### A small window of the routed layout, run 1

Window x 32 to 72, y 33 to 73 µm. Cells in grey, sequential cells in the stronger grey; small squares are vias.
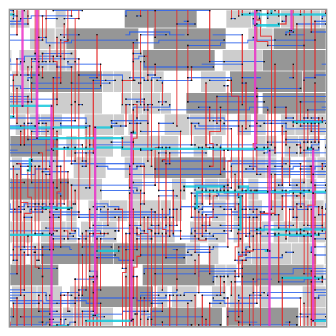
### Clock nets, run 1

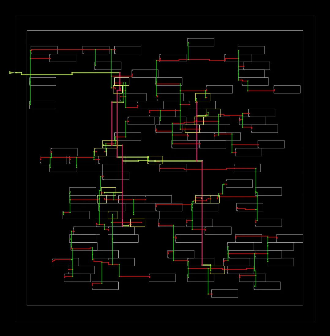
### Metal 3, run 1

Cells faint in the background.
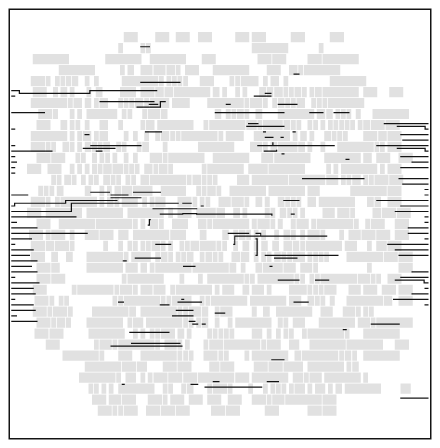
### Routed clock nets over the placement, run 1

The bar under the picture is 20 µm long.
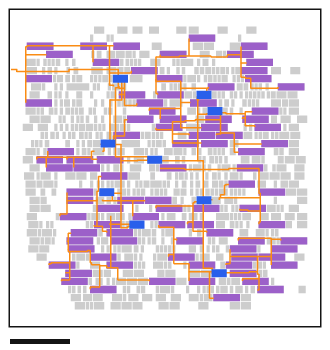
`config.mk`:
```
export PLATFORM = sky130hd
export DESIGN_NAME = udp_img_depack
export DESIGN_NICKNAME = d
export VERILOG_FILES = /design/src/rtl/udp_img_pkg.sv /design/src/rtl/udp_img_ser32to16.sv /design/src/rtl/udp_img_depack.sv
export SDC_FILE = /design/constraint.sdc
export NUM_CORES = 1
export LEC_CHECK = 0
export ABC_AREA = 1
export CORE_AREA = 4 4 100 102
export DETAILED_ROUTE_END_ITERATION = 16
export DIE_AREA = 0 0 104 106
export PLACE_DENSITY = 0.85
export SLEW_MARGIN = 20
export SYNTH_ARGS = -nofsm -noshare
export SYNTH_HDL_FRONTEND = slang
export SYNTH_SLANG_ARGS = --single-unit
```
`constraint.sdc`:
```
create_clock -name clk -period 4.45 [get_ports clk]
set_clock_uncertainty 0.1 [all_clocks]
set_input_delay 0.89 -clock clk [delete_from_list [all_inputs] [get_ports clk]]
set_output_delay 0.89 -clock clk [all_outputs]
set_load 0.01 [all_outputs]
```
`src/rtl/udp_img_pkg.sv`:
```
// Shared constants and types for the UDP image-line depacketizer.
package udp_img_pkg;

  // Required value of header bits [31:16]
  localparam logic [15:0] HDR_MAGIC = 16'hA55A;

  // Header field positions within the first payload word
  localparam int unsigned MAGIC_HI = 31;
  localparam int unsigned MAGIC_LO = 16;
  localparam int unsigned LINE_HI  = 11;
  localparam int unsigned LINE_LO  = 0;

  // Line geometry for the default 640-pixel line
  localparam int unsigned IMG_W_DEF  = 640;
  localparam int unsigned LINE_BYTES = 4 + 2 * IMG_W_DEF;

  typedef enum logic [1:0] {
    StIdle = 2'd0,
    StPix  = 2'd1,
    StDrop = 2'd2
  } state_e;

  // Expected payload length of a well-formed line packet: header word plus RGB565 pixels
  function automatic logic [15:0] line_bytes(input int unsigned img_w);
    return 16'(4 + 2 * img_w);
  endfunction

endpackage

```
`src/rtl/udp_img_ser32to16.sv`:
```
// Two-entry word-to-halfword serializer: a loaded word leaves as its high half on the next
// cycle and its low half on the cycle after. A load while the low half is pending replaces it.
module udp_img_ser32to16 (
  input  logic        clk,
  input  logic        rst_n,
  input  logic        load,
  input  logic [31:0] word,
  output logic        valid,
  output logic [15:0] data,
  output logic        busy
);

  logic [15:0] data_q;
  logic [15:0] lo_q;
  logic        valid_q;
  logic        pend_q;

  // Present the high half after a load, then drain the stored low half
  always_ff @(posedge clk or negedge rst_n) begin
    if (!rst_n) begin
      data_q  <= '0;
      lo_q    <= '0;
      valid_q <= 1'b0;
      pend_q  <= 1'b0;
    end else if (load) begin
      data_q  <= word[31:16];
      lo_q    <= word[15:0];
      valid_q <= 1'b1;
      pend_q  <= 1'b1;
    end else if (pend_q) begin
      data_q  <= lo_q;
      valid_q <= 1'b1;
      pend_q  <= 1'b0;
    end else begin
      valid_q <= 1'b0;
    end
  end

  assign valid = valid_q;
  assign data  = data_q;
  assign busy  = pend_q;

endmodule

```
`src/rtl/udp_img_depack.sv`:
```
// Parses one image line per UDP packet (header word + RGB565 pixels) into a pixel stream with
// coordinates and line/frame markers; malformed packets are dropped and counted.
module udp_img_depack #(
  parameter int unsigned IMG_W     = 640,
  parameter int unsigned IMG_H     = 480,
  parameter logic [15:0] HDR_MAGIC = udp_img_pkg::HDR_MAGIC
) (
  input  logic        clk,
  input  logic        rst_n,
  input  logic        rec_en,
  input  logic [31:0] rec_data,
  input  logic        rec_pkt_done,
  input  logic [15:0] rec_byte_num,
  output logic        pix_valid,
  output logic [15:0] pix_data,
  output logic [11:0] pix_x,
  output logic [11:0] pix_y,
  output logic        pix_sol,
  output logic        pix_eol,
  output logic        frame_start,
  output logic        frame_done,
  output logic        pkt_err,
  output logic        seq_err,
  output logic [15:0] drop_cnt
);

  import udp_img_pkg::*;

  localparam logic [11:0] WLim       = 12'(IMG_W);
  localparam logic [11:0] WLast      = 12'(IMG_W - 1);
  localparam logic [11:0] HLim       = 12'(IMG_H);
  localparam logic [11:0] HLast      = 12'(IMG_H - 1);
  localparam logic [15:0] LineBytesW = line_bytes(IMG_W);

  state_e      state_q;
  logic [11:0] line_q;
  logic [11:0] exp_q;
  logic [11:0] cnt_q;
  logic        fin_q;
  logic        pkt_err_q;
  logic        seq_err_q;
  logic        frame_done_q;
  logic [15:0] drop_q;

  logic [15:0] hdr_magic;
  logic [11:0] hdr_line;
  logic        hdr_ok;
  logic        ser_load;
  logic        ser_valid;
  logic [15:0] ser_data;
  logic        ser_busy;
  logic        pix_valid_w;
  logic        pix_sol_w;
  logic        pix_eol_w;

  // Header decode and pixel-stream qualification
  always_comb begin
    hdr_magic   = rec_data[MAGIC_HI:MAGIC_LO];
    hdr_line    = rec_data[LINE_HI:LINE_LO];
    hdr_ok      = (hdr_magic == HDR_MAGIC) && (hdr_line < HLim);
    ser_load    = rec_en && (state_q == StPix);
    // Surplus pixels beyond the line width never become visible
    pix_valid_w = ser_valid && (cnt_q < WLim);
    pix_sol_w   = pix_valid_w && (cnt_q == '0);
    pix_eol_w   = pix_valid_w && (cnt_q == WLast);
  end

  udp_img_ser32to16 u_ser (
    .clk   (clk),
    .rst_n (rst_n),
    .load  (ser_load),
    .word  (rec_data),
    .valid (ser_valid),
    .data  (ser_data),
    .busy  (ser_busy)
  );

  // Packet FSM, line/sequence tracking, pixel counter and error strobes
  always_ff @(posedge clk or negedge rst_n) begin
    if (!rst_n) begin
      state_q      <= StIdle;
      line_q       <= '0;
      exp_q        <= '0;
      cnt_q        <= '0;
      fin_q        <= 1'b0;
      pkt_err_q    <= 1'b0;
      seq_err_q    <= 1'b0;
      frame_done_q <= 1'b0;
      drop_q       <= '0;
    end else begin
      pkt_err_q    <= 1'b0;
      seq_err_q    <= 1'b0;
      frame_done_q <= pix_eol_w && (line_q == HLast);
      if (pix_valid_w) begin
        cnt_q <= cnt_q + 12'd1;
      end
      unique case (state_q)
        StIdle: begin
          if (rec_en) begin
            if (hdr_ok && !rec_pkt_done) begin
              state_q   <= StPix;
              line_q    <= hdr_line;
              cnt_q     <= '0;
              seq_err_q <= (hdr_line != exp_q);
              exp_q     <= (hdr_line == HLast) ? 12'd0 : hdr_line + 12'd1;
            end else begin
              // Bad header, or a packet too short to carry any pixel
              pkt_err_q <= 1'b1;
              if (drop_q != 16'hFFFF) begin
                drop_q <= drop_q + 16'd1;
              end
              if (!rec_pkt_done) begin
                state_q <= StDrop;
              end
            end
          end
        end
        StPix: begin
          if (rec_en && rec_pkt_done) begin
            fin_q     <= 1'b1;
            pkt_err_q <= (rec_byte_num != LineBytesW);
          end
          // Leave only once the last loaded word has fully drained
          if (fin_q && !ser_busy) begin
            state_q <= StIdle;
            fin_q   <= 1'b0;
          end
        end
        StDrop: begin
          if (rec_en && rec_pkt_done) begin
            state_q <= StIdle;
          end
        end
        default: state_q <= StIdle;
      endcase
    end
  end

  assign pix_valid   = pix_valid_w;
  assign pix_data    = ser_data;
  assign pix_x       = cnt_q;
  assign pix_y       = line_q;
  assign pix_sol     = pix_sol_w;
  assign pix_eol     = pix_eol_w;
  assign frame_start = pix_sol_w && (line_q == '0);
  assign frame_done  = frame_done_q;
  assign pkt_err     = pkt_err_q;
  assign seq_err     = seq_err_q;
  assign drop_cnt    = drop_q;

endmodule
```
==> results_slide.txt, run 1 <==
Key Metrics from the Run

Outcome
  • Status: finished clean

Floorplan
  • Die Size: 11000 µm²
  • Cell row count: 35
  • Initial Utilization: around 53%
  • Die Ht: 106 µm
  • Die width: ~100 µm
  • Total core area: 9110 µm²
  • N_taps: 111

Detailed routing
  • Vias: 4636
  • M1 WL: 5350 µm
  • WL/cell: 15.0 µm
  • Vias per cell: 5.43
  • Total length of routed met3 wires: roughly 840 µm
  • Starting DRT DRC Count: 312
  • Post-DRT Antenna Nets: 0
  • WL final: roughly 13000 µm
  • Met2 wire length: 6250 µm
  • Pre-antenna DRT Iters: 5
  • Drt drc: 0

Critical path
  • Worst setup SP type: register
  • R2R cell count: 7
  • CP max-delay cell: clkdlybuf4s50_1
  • Critical Path End: frame_start
  • Slowest stage delay, CP: between 0.5 and 0.6 ns
  • CP max FO: 9
  • CP top delay family: buffers and inverters
  • Worst Path Class, Setup: register to output pin
  • CP Capture Type: output pin
  • Crit path buffers/inverters: 2
  • Critical path launch point: pix_x[8]
  • Critical Path AT: 2.24 ns
  • Req. time, crit path: 3.46 ns
  • Crit-path cells: o21ai_1 -> nand2_1 -> inv_1 -> nand3_1 -> nor2_1 -> clkdlybuf4s50_1
  • Reg2Reg Setup Slack: 2.33 ns
  • RR Startpoint: state_q[0]
  • Reg-to-reg endpoint: u_ser.data[11]

Synth
  • YS chip area: 4860 µm²
  • Top cells by count: nand2_1, dfrtp_1, inv_1
  • Share of synthesized registers carrying an async set or reset: 100%
  • Yosys cell count: 624
  • Cells after Synth: ~620
  • Post-Syn Area: 4860 µm²
  • Yosys aoi share: 8.22%
  • EDFF count, synth: 0
  • Yosys top cell by area: dfrtp_1
  • Syn Nets: just under 700
  • Synth Seq Share: 47.4%
  • Yosys xor share: 3.24%
  • Comb area leader: simple AND/OR/NAND/NOR gates
  • Yosys simple share: around a third
  • Synth top area share: 47.4%
  • Mux share: 0%
  • Avg Inst Size Synth: 7.79 µm²
  • Synth top cell by count: nand2_1
  • Adder Area Share: 1.03%
  • Post-synth area hogs: dfrtp_1, nand2_1, inv_1
  • Yosys Warn Count: 0

Power and ir drop
  • P_leak: 3.02 nW
  • Internal power: 1.25 mW
  • P per Cell Area: 283 nW/µm²
  • Seq power: 922 µW
  • Leading power group: registers
  • Flop pwr share: 52.2%
  • Comb pwr share: ~16%
  • Net Sw Frac: a little under 30%
  • Combinational Power: 290 µW
  • Sw Pwr: 515 µW
  • Max VDD drop: between 100 and 150 µV

Place
  • IO Port Bufs: 114
  • GPL Wtd Cong: 0.890
  • Post-DP HPWL: roughly 9600 µm

Layout
  • NumNets Final: 793
  • Non-CTS buffers: 116
  • Share of cells above drive strength 1: around 6.5%
  • Comb area share: 34.8%
  • MI comb cells: 441
  • Flop count: 92
  • P&R area growth vs syn: 28.8%
  • Comb area: ~2200 µm²
  • Layout fillers: roughly 710
  • ClkCell Share: 3.08%
  • Leading cell kind: flip-flops and latches
  • FF+latch area: ~2300 µm²
  • Buffering overhead: 18.4%
  • Nonclk inv count: about 77

Timing
  • Slew Viols, Final: 0
  • # setup viols final: 0
  • Crit path time final: 3.23 ns
  • Tcrit/Tclk final: between 70% and 80%
  • Tightest Pin Transition: a little over 0.8 ns
  • Fin Hold WS: 0.387 ns
  • Slew HR: 45.1%
  • Highest clock rate: slightly above 300 MHz
  • Fin. Hold Viols: 0

Clock network
  • Root Buffer: clkbuf_8
  • TritonCTS Buffers: 9
  • H-tree levels: 3
  • Clock Path Buffers: 2
  • CTS tree: yes
  • Post-CTS setup buffer count: 0
  • CTS clk-pin slew, worst paths: 0.10 ns
  • Post-CTS sizing: 0

Global routing
  • Total GRT Usage: 23.4%
  • Vias in the first global route: 4543
  • Initial antenna violation count: 0
  • Pin count of the biggest net entering global routing: roughly 66
  • Grt ovf: 0

Worst hold path
  • WHS Endpoint: u_ser.lo_q[15]
  • Cell count of the worst hold path: 2
  • HP Class: register to register
  • Hold wc startpoint: u_ser.lo_q[15]

Run
  • Stage-log warning count: 27
  • Number of max-cap violations: 0
Back to the opening pictures, 'A small window of the routed layout':
| colour | layer |
|---|---|
| magenta | met4 |
| blue | met1 |
| red | met2 |
| cyan | met3 |
cells with their middle in the window: 164
netlist names of flops here include: exp_q (8), u_ser.lo_q (5), drop_cnt (3)
most frequent: nand2_1 (43), dfrtp_1 (22), nor2_1 (17)
sequential cells in the window: 22

Back to the opening pictures, 'Clock nets':
Clock buffer cells: 10
P_clk: 555 µW
Sinks on Clock Net: 92

Back to the opening pictures, 'Metal 3':
main direction: horizontal
share of all routed wire: 6.5%
nets with wire on the layer: 117
wire length on this layer: 835 µm
longest straight run: 26.4 µm

Back to the opening pictures, 'Routed clock nets over the placement':
[blue] cells driving clock nets | count: 9
[orange] clock wires | length: 1070 µm
[purple] flip-flops | count: 92
flops lie: widely spread
routed clock nets: 10
clk latency late pin: 0.37 ns
Clk network pwr share: 31.4%

[run 1: per-stage QoR]
stage | std cells | worst slack [ns] | util [%] | total power, mW | instance area [µm²]
global route | 853 | 1.05 | 68.7 | 1.85 | 6260
CTS | 853 | 1.22 | 68.7 | 1.77 | 6260
detailed placement | 837 | 1.47 | 66.6 | 1.23 | 6060
global placement | 837 | 1.61 | 66.6 | 1.22 | 6060
finish | 853 | 1.22 | 68.7 | 1.77 | 6260
floorplan | 624 | 2.21 | - | 1.06 | 4860
[run 1: routing by layer]
metal  up-vias  global-route usage [%]
li1       2234                       -
met1      2176                    29.7
met2       191                    39.7
met3        35                    4.13
met4         0                    9.78
met5         -                       0
[run 1: cell usage in the layout, fill, tap and decap left out]
master / netlist / final
inv_6: 0 / 3
nand4_1: 25 / 25
nor2_1: 65 / 65
nor3_1: 8 / 8
nand2_2: 2 / 2
nor4_1: 6 / 6
and3_1: 1 / 1
o211ai_1: 7 / 7
o31ai_1: 1 / 1
o21ai_1: 2 / 2
nor2_4: 3 / 3
clkinv_4: 0 / 2
inv_1: 71 / 71
xor2_1: 7 / 7
inv_2: 5 / 5
o21ai_0: 23 / 23
nand2_1: 207 / 207
o21ai_2: 11 / 11
a31oi_1: 1 / 1
a21oi_1: 5 / 5
nand3b_1: 2 / 2
xnor2_1: 11 / 11
nor3b_1: 2 / 2
inv_8: 0 / 1
nand2_4: 1 / 1
nand3_4: 1 / 1
buf_4: 1 / 3
nand3_2: 1 / 1
nand3_1: 30 / 30
a22oi_1: 1 / 1
clkinv_1: 1 / 1
nand4_4: 1 / 1
clkdlybuf4s50_1: 0 / 113
ha_1: 4 / 4
dfrtp_1: 92 / 92
nor2_2: 4 / 4
clkbuf_8: 0 / 10
o221ai_1: 9 / 9
==> inputs of run 2 (changes only) <==
Settings changed: CORE_AREA 4 4 100 102 to 4 4 109 111, DIE_AREA 0 0 104 106 to 0 0 113 115, PLACE_DENSITY 0.85 to 0.75.
Clock period 4.45 ns to 2.9 ns, I/O delays scaled along.
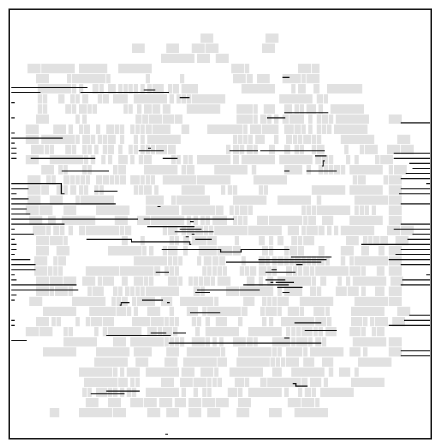
*Metal 3, run 2*
Cells faint in the background.
nets with wire on the layer: 106
wire length on this layer: 927 µm
WL final: 12800 µm
Vias: 4568
GR Util met3: 3.74%

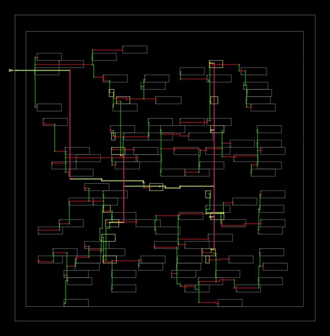
*Clock nets, run 2*
Clock buffer cells: 12
clk latency late pin: 0.36 ns

==> run 2 against run 1 <==
Net effect:
- first-iteration DRC count decreased by 1.3%
- non-clock buffer count increased by 4
- power increased by 49%
- clock power rose by 38%
- clock-buffer cell count increased by 2
- critical path depth stayed put
- critical path type unchanged
==> results_slide.txt, run 2 <==
Key Metrics from the Run

Outcome
  • Status: finished clean

Critical path
  • CP Capture Type: output pin
  • Critical Path AT: 2.12 ns (-0.12 ns)
  • Req. time, crit path: 2.22 ns (-1.24 ns)
  • CP max FO: 8 (-1)
  • CP max-delay cell: clkdlybuf4s50_1
  • Worst setup SP type: register
  • Reg2Reg Setup Slack: 0.90 ns (-1.43 ns)
  • Slowest stage delay, CP: 0.55 ns (about the same)

Synth
  • Yosys cell count: 624 (unchanged)
  • Syn Nets: 680 (unchanged)
  • Post-synth area hogs: dfrtp_1, nand2_1, inv_1
  • Share of synthesized registers carrying an async set or reset: 100% (unchanged)
  • Synth top cell by count: nand2_1
  • Synth Seq Share: 47.4% (unchanged)
  • Post-Syn Area: 4860 µm² (unchanged)
  • Yosys top cell by area: dfrtp_1
  • Synth top area share: 47.4% (unchanged)
  • Yosys Warn Count: 0 (unchanged)

Floorplan
  • Total core area: 10800 µm² (+18%)
  • Die Ht: 115 µm (+8.5%)
  • Cell row count: 38 (+8.6%)
  • Initial Utilization: 45.0% (-8.3 points)

Detailed routing
  • Post-DRT Antenna Nets: 0 (unchanged)
  • Starting DRT DRC Count: 308 (-1.3%)
  • Drt drc: 0 (unchanged)
  • Pre-antenna DRT Iters: 5 (unchanged)
  • Vias per cell: 5.16 (-5.1%)

Timing
  • Final setup margin: 0.103 ns (-1.12 ns)
  • Fin. Hold Viols: 0 (unchanged)
  • # setup viols final: 0 (unchanged)
  • Tcrit/Tclk final: 96.5%
  • Slew HR: 63.4% (+18 points)
  • Fin Hold WS: 0.101 ns (-0.285 ns)
  • Tightest Pin Transition: 0.549 ns (-0.275 ns)
  • Crit path time final: 2.80 ns
  • Highest clock rate: 357 MHz

Power and ir drop
  • Tot Pwr: 2.64 mW (+49%)
  • P_leak: 3.02 nW (about the same)
  • Max VDD drop: 225 µV (+60%)

Clock network
  • CTS clk-pin slew, worst paths: 0.08 ns (-0.02 ns)
  • H-tree levels: 3 (unchanged)
  • CTS tree: yes
  • TritonCTS Buffers: 9 (unchanged)
  • Sinks on Clock Net: 92 (unchanged)
  • Clock Path Buffers: 2 (unchanged)

Layout
  • Core Util, Final: 58.6% (-10 points)
  • Post-Layout Inst Area: 6330 µm² (+1.1%)
  • Final Non-Filler Cells: 886 (+3.9%)
  • Top cell excl fill/tap: nand2_1
  • P&R area growth vs syn: 30.2%
  • Layout fillers: 970 (+37%)
  • Share of cells above drive strength 1: 7.37% (+0.90 points)
  • NumNets Final: 797 (+0.50%)
  • Top cells excl fill/tap: nand2_1, clkdlybuf4s50_1, dfrtp_1

Place
  • IO Port Bufs: 114 (unchanged)
  • Post-DP HPWL: 9580 µm (about the same)

Run
  • Number of max-cap violations: 0 (unchanged)
  • Stage-log warning count: 27 (unchanged)

Global routing
  • Vias in the first global route: 4313 (-5.1%)
  • Pin count of the biggest net entering global routing: 41 (-38%)
  • Grt ovf: 0 (unchanged)
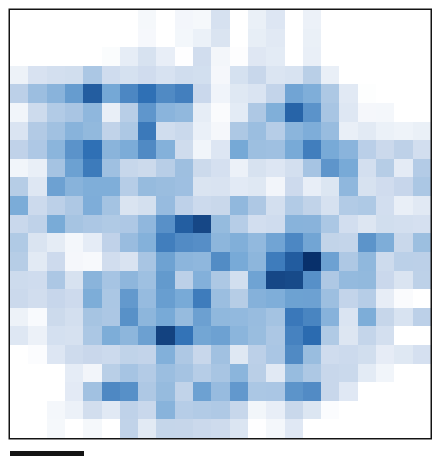
*Routed metal per tile, run 2*
The bar under the picture is 20 µm long. 23 x 23 tiles, from white (low) to dark blue (high), scaled to the fullest tile. Values are wire area over tile area, all layers added.
nearly empty tiles: 18%
mean over tiles: 0.16
emptiest ninth of the die: upper right
Total GRT Usage: 19.7%
WL/cell: 14.4 µm

[run 2: per-layer routing]
layer  track usage (%)  share of wire (%)  vias to the layer above
met5                 0                  0                        -
met4              7.21                1.6                        0
met3              3.74                7.3                       22
met2              33.1                 48                      172
met1              25.6                 43                     2134
li1                  -                  -                     2240
[run 2: final timing paths]
path,start,cells past startpoint,to
max,pix_x[8],6,pix_eol
min,rst_n,1,u_ser.data[14]
max reg2reg,drop_cnt[0],7,drop_cnt[2]
min reg2reg,u_ser.lo_q[13],2,u_ser.lo_q[13]
max in group asynchronous,rst_n,2,seq_err
min in group clk,u_ser.lo_q[13],2,u_ser.lo_q[13]
[run 2: cells by family after synthesis]
logic type | count (synthesis) | synth area share [%]
AOI/OAI and AO/OA | 60 | 8.22
xor gates and xnor gates | 18 | 3.24
adders and majority gates | 4 | 1.03
buffers and inverters | 91 | 7.75
DFF | 92 | 47.4
and+or+nand+nor | 359 | 32.4
[run 2: final cells by class]
type	instances	area [µm²]	share of cell area, %
Clock buffer	12	145	2.29
Clock inverter	4	25.0	0.395
Inverter	77	289	4.57
Multi-Input combinational cell	441	2190	34.6
Sequential cell	92	2300	36.4
Tap cell	140	175	2.77
Timing Repair Buffer	120	1200	18.9
[run 2: critical path: cells and delay by family (launching register included)]
kind / cells / cell delay, ns
flip-flops: 1 / 0.46
AND-OR/OR-AND: 1 / 0.19
AND/OR/NAND/NOR: 4 / 0.57
buffers and inverters: 1 / 0.55
[run 2: where the power goes]
part	total, mW	switching, mW	internal, mW	leakage, nW
sequential	1.42	0.0741	1.34	1.17
clock	0.768	0.435	0.333	0.0824
combinational	0.454	0.227	0.227	1.76
[run 2: timing repair]
action / in CTS / in global routing
resized: 3 / 3
setup buffers: 0 / 2
endpoints found under the setup margin: 2 / 2
Power and IR drop assume default switching activity.
